--- src/rtl/serial_cmd_tx_if.sv ---
// Command handshake and serial line bundle between the input scanner and serial_cmd_tx.
// Latency: n/a (wires only).
// Backpressure: the master holds valid until it sees ready; commands offered while ready=0 are dropped.
interface serial_cmd_tx_if;
  logic       valid;
  logic       player;
  logic [1:0] pos;
  logic [1:0] door;
  logic       ready;
  logic       busy;
  logic       done;
  logic       serial_out;

  modport master (
    output valid, player, pos, door,
    input  ready, busy, done, serial_out
  );

  modport slave (
    input  valid, player, pos, door,
    output ready, busy, done, serial_out
  );
endinterface

--- src/rtl/serial_cmd_tx.sv ---
// Sends one player move as an 8N1 two-byte frame (HEADER, then {3'b0,player,pos,door}), LSB first.
// Latency: start bit begins the cycle after accept; a frame is 20*CLKS_PER_BIT cycles, with done in the following cycle.
// Backpressure: ready is low for the whole frame; valid is only sampled while ready=1 and is never queued.
module serial_cmd_tx #(
  parameter int         CLKS_PER_BIT = 217,
  parameter logic [7:0] HEADER       = 8'hA5
) (
  input  logic           clk,
  input  logic           reset,
  serial_cmd_tx_if.slave bus
);

  localparam int CNT_W = (CLKS_PER_BIT > 1) ? $clog2(CLKS_PER_BIT) : 1;
  localparam logic [CNT_W-1:0] CNT_MAX = CNT_W'(CLKS_PER_BIT - 1);

  typedef enum logic [1:0] {
    IDLE  = 2'd0,
    START = 2'd1,
    DATA  = 2'd2,
    STOP  = 2'd3
  } state_t;

  state_t           state;
  logic [CNT_W-1:0] baud_cnt;
  logic [2:0]       bit_idx;
  logic             byte_idx;
  logic [7:0]       shift;
  logic [7:0]       payload;
  logic             ser_q;
  logic             ready_q;
  logic             busy_q;
  logic             done_q;

  wire bit_end = (baud_cnt == CNT_MAX);

  // Frame sequencer: every output is registered, and the line level for the
  // next bit is loaded on the same edge that changes state so it never glitches.
  always_ff @(posedge clk or negedge reset) begin
    if (!reset) begin
      state    <= IDLE;
      baud_cnt <= '0;
      bit_idx  <= '0;
      byte_idx <= 1'b0;
      shift    <= '0;
      payload  <= '0;
      ser_q    <= 1'b1;
      ready_q  <= 1'b1;
      busy_q   <= 1'b0;
      done_q   <= 1'b0;
    end else begin
      done_q <= 1'b0;
      case (state)
        IDLE: begin
          baud_cnt <= '0;
          if (bus.valid) begin
            shift    <= HEADER;
            payload  <= {3'b000, bus.player, bus.pos, bus.door};
            byte_idx <= 1'b0;
            state    <= START;
            ser_q    <= 1'b0;
            ready_q  <= 1'b0;
            busy_q   <= 1'b1;
          end
        end

        START: begin
          if (bit_end) begin
            baud_cnt <= '0;
            bit_idx  <= '0;
            state    <= DATA;
            ser_q    <= shift[0];
          end else begin
            baud_cnt <= baud_cnt + CNT_W'(1);
          end
        end

        DATA: begin
          if (bit_end) begin
            baud_cnt <= '0;
            shift    <= {1'b0, shift[7:1]};
            if (bit_idx == 3'd7) begin
              state <= STOP;
              ser_q <= 1'b1;
            end else begin
              bit_idx <= bit_idx + 3'd1;
              // shift[1] becomes shift[0] on this same edge
              ser_q   <= shift[1];
            end
          end else begin
            baud_cnt <= baud_cnt + CNT_W'(1);
          end
        end

        STOP: begin
          if (bit_end) begin
            baud_cnt <= '0;
            if (!byte_idx) begin
              // header done: payload follows with no gap
              shift    <= payload;
              byte_idx <= 1'b1;
              state    <= START;
              ser_q    <= 1'b0;
            end else begin
              state   <= IDLE;
              ser_q   <= 1'b1;
              ready_q <= 1'b1;
              busy_q  <= 1'b0;
              done_q  <= 1'b1;
            end
          end else begin
            baud_cnt <= baud_cnt + CNT_W'(1);
          end
        end

        default: begin
          state    <= IDLE;
          baud_cnt <= '0;
          ser_q    <= 1'b1;
          ready_q  <= 1'b1;
          busy_q   <= 1'b0;
        end
      endcase
    end
  end

  assign bus.serial_out = ser_q;
  assign bus.ready      = ready_q;
  assign bus.busy       = busy_q;
  assign bus.done       = done_q;

endmodule

--- src/flat_wrapper.sv ---
// flat-port wrapper written by rule: the top's interface ports become plain ports
module serial_cmd_tx_flat 
#(
  parameter int         CLKS_PER_BIT = 217,
  parameter logic [7:0] HEADER       = 8'hA5
)
  (clk, reset, bus_valid, bus_player, bus_pos, bus_door, bus_ready, bus_busy, bus_done, bus_serial_out);
  serial_cmd_tx_if bus_i ();
  input  logic clk;
  input  logic reset;
  input wire logic [$bits(bus_i.valid)-1:0] bus_valid;
  input wire logic [$bits(bus_i.player)-1:0] bus_player;
  input wire logic [$bits(bus_i.pos)-1:0] bus_pos;
  input wire logic [$bits(bus_i.door)-1:0] bus_door;
  output wire logic [$bits(bus_i.ready)-1:0] bus_ready;
  output wire logic [$bits(bus_i.busy)-1:0] bus_busy;
  output wire logic [$bits(bus_i.done)-1:0] bus_done;
  output wire logic [$bits(bus_i.serial_out)-1:0] bus_serial_out;
  assign bus_i.valid = bus_valid;
  assign bus_i.player = bus_player;
  assign bus_i.pos = bus_pos;
  assign bus_i.door = bus_door;
  assign bus_ready = bus_i.ready;
  assign bus_busy = bus_i.busy;
  assign bus_done = bus_i.done;
  assign bus_serial_out = bus_i.serial_out;
  serial_cmd_tx #(.CLKS_PER_BIT(CLKS_PER_BIT), .HEADER(HEADER)) u_core (.clk(clk), .reset(reset), .bus(bus_i));
endmodule
--- config.mk ---
export PLATFORM = sky130hd
export DESIGN_NAME = serial_cmd_tx_flat
export DESIGN_NICKNAME = d
export VERILOG_FILES = /design/src/rtl/serial_cmd_tx_if.sv /design/src/rtl/serial_cmd_tx.sv /design/src/flat_wrapper.sv
export SDC_FILE = /design/constraint.sdc
export NUM_CORES = 1
export LEC_CHECK = 0
export ABC_AREA = 1
export CAP_MARGIN = 0
export CORE_ASPECT_RATIO = 0.8
export CORE_MARGIN = 1
export CORE_UTILIZATION = 50
export DETAILED_ROUTE_END_ITERATION = 6
export PLACE_DENSITY_LB_ADDON = 0.3
export RECOVER_POWER = 25
export SLEW_MARGIN = 30
export SYNTH_ARGS = -nofsm -noshare
export SYNTH_HDL_FRONTEND = slang
export SYNTH_SLANG_ARGS = --single-unit
export TNS_END_PERCENT = 100
--- constraint.sdc ---
create_clock -name clk -period 2.3 [get_ports clk]
set_input_delay 0.69 -clock clk [delete_from_list [all_inputs] [get_ports clk]]
set_output_delay 0.69 -clock clk [all_outputs]
set_load 0.1 [all_outputs]
### Metal 1

Bar = 20 um.
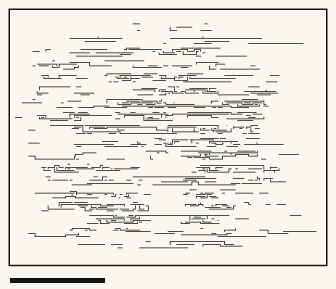
wire length on this layer = 1460 um
main direction = horizontal
final wirelength: 3.06 mm
M1 GR Usage: 0.244
via count: 1290

### M2 wires

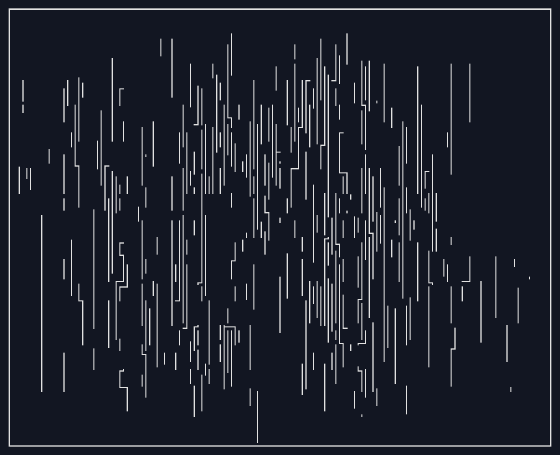
share of all routed wire = 44%
main direction = vertical
met2 usage: 0.335

### Met3 routing

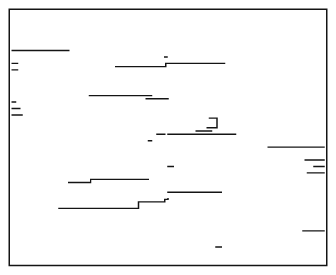
share of all routed wire = 5.5%
nets with wire on the layer = 18
main direction = horizontal
GR Util met3: 0.0890

==> Changelog: implementation <==
## Implementation

- Crit path time final: 1.83 ns
- Clock Power: approximately 0.41 mW
- Global-route wire length before repair: between 5 and 6 mm
- AND-OR/OR-AND Cells, Area Fraction: 0.0769
- CTS Buf Count: 5
- Die x size: about 67 um
- Worst Setup SP: bus_valid
- P_comb: 0.0220 mW
- Routed length on met2: around 1.4 mm
- HP Start: u_core.bus.busy
- Highest metal used: met4
- Initial DRC count: 47
- Area of the multi-input gates: 772 um^2
- Slowest stage cell, crit path: clkdlybuf4s50_1
- Share of cells above drive strength 1: 0.168
- Setup TNS: 0 ns
- CP Capture Type: flip-flop
- Nets: 224
- Hold Path Sink: u_core.bus.busy
- Yosys warnings: 0
- Post-Synthesis Cells: 193
- R2r worst-path depth: 8
- Seq area share: 0.415
- Crit path DRT: 2.50 ns
- Worst path depth: 6
- Power Total: 0.974 mW
- Wl on met1: about 1.5 mm
- Outcome: complete, no violations
- Die height: ~54 um
- FF-to-FF End: u_core.shift[2]
- Most frequent cell on the critical path: o21ai_0
- Cell Rows: 18
- Seq power: 0.546 mW
- Floorplan net count: ~210
- Slew @ Worst Pin: 0.750 ns
- Yosys stat area: 1680 um^2
- ANT cells: 0
- CORE AREA: about 3100 um^2
- DRT antenna net count: 0
- Dominant logic cell type in the layout: nand2_1
- # Taps: 40
- Top Consumer: sequential cells
- Asr flop ratio synth: 1.00
- Latency at later pin: 0.29 ns
- Rel. slew slack: 0.500
- Cells after DPL: 240
- Top class by area: registers
- Peak-usage layer in the global routing report: met2
- Unrepaired setup endpoints after global routing: no
- Hold_buf cts: 0
- Clk network pwr share: 0.417
- Ys flop type: dfrtp_1
- Post-CTS Setup Inserts: 0
- Cell Type Count: 26
- DP HPWL: 2.27 mm
- Buffers added on ports: 11
- Number of max-cap violations: 0
- Switch Pwr: between 0.2 and 0.25 mW
- Die Area: 3590 um^2
- Post-route cell area: 1880 um^2
- Flops: 31
- CTS Buffer Depth: 2
- Final Max-Slew Violation Tally: 0
- Placed Area: between 1500 and 2000 um^2
- Power per standard cell area: a little over 500 nW/um^2
- Buffers, non-clock: 12
- Post-synth EDFFs: 0
- Crit Path Max Fanout: 8
- Largest net degree at the start of global routing: 32
- Crit path DAT: just over 2 ns
- Net Sw Frac: 0.211
- Hold crit path type: flip-flop to flip-flop
- Critical Path Start Type: input port
- Clock buffer cells: 7
- Met3 routed WL: 167 um
- Flops out of synthesis: 31
- TritonRoute pass-1 iters: 4
- Fin cells: 248
- Power share of the sequential group: 0.561
- Signal buffers share of area: 0.0694
- Area Overhead vs Synth: 11.9%
- Fin. Hold Viols: 0
- H-tree depth: 2
- Yosys stat cell total: about 190
- Max Freq: 545 MHz
- Post-CTS Resized: 0
registers in the layout, indices dropped and copies added, names as in the netlist:
signal and flops:
u_core.baud_cnt 8, u_core.bus.serial_out 1, u_core.bus.busy 1, u_core.state 2, u_core.bit_idx 3, u_core.byte_idx 1, u_core.bus.done 1, u_core.bus.ready 1
u_core.shift 8, u_core.payload 5
synth_stat cells (2+ instances only):
library cell	number	area, um^2
a21oi_1	6	30.0
a22o_1	3	26.3
buf_6	3	33.8
dfrtp_1	29	726
dfstp_2	2	52.6
ha_1	9	113
inv_1	15	56.3
inv_2	2	7.51
nand2_1	57	214
nand2_2	10	62.6
nand2_4	3	33.8
nand3_1	11	55.1
nand4_1	3	18.8
nor2_1	15	56.3
nor2_4	2	22.5
nor3_1	4	20.0
o21ai_0	6	30.0
o21ai_2	4	35.0
xor2_1	2	17.5
Power and IR drop assume default switching activity.
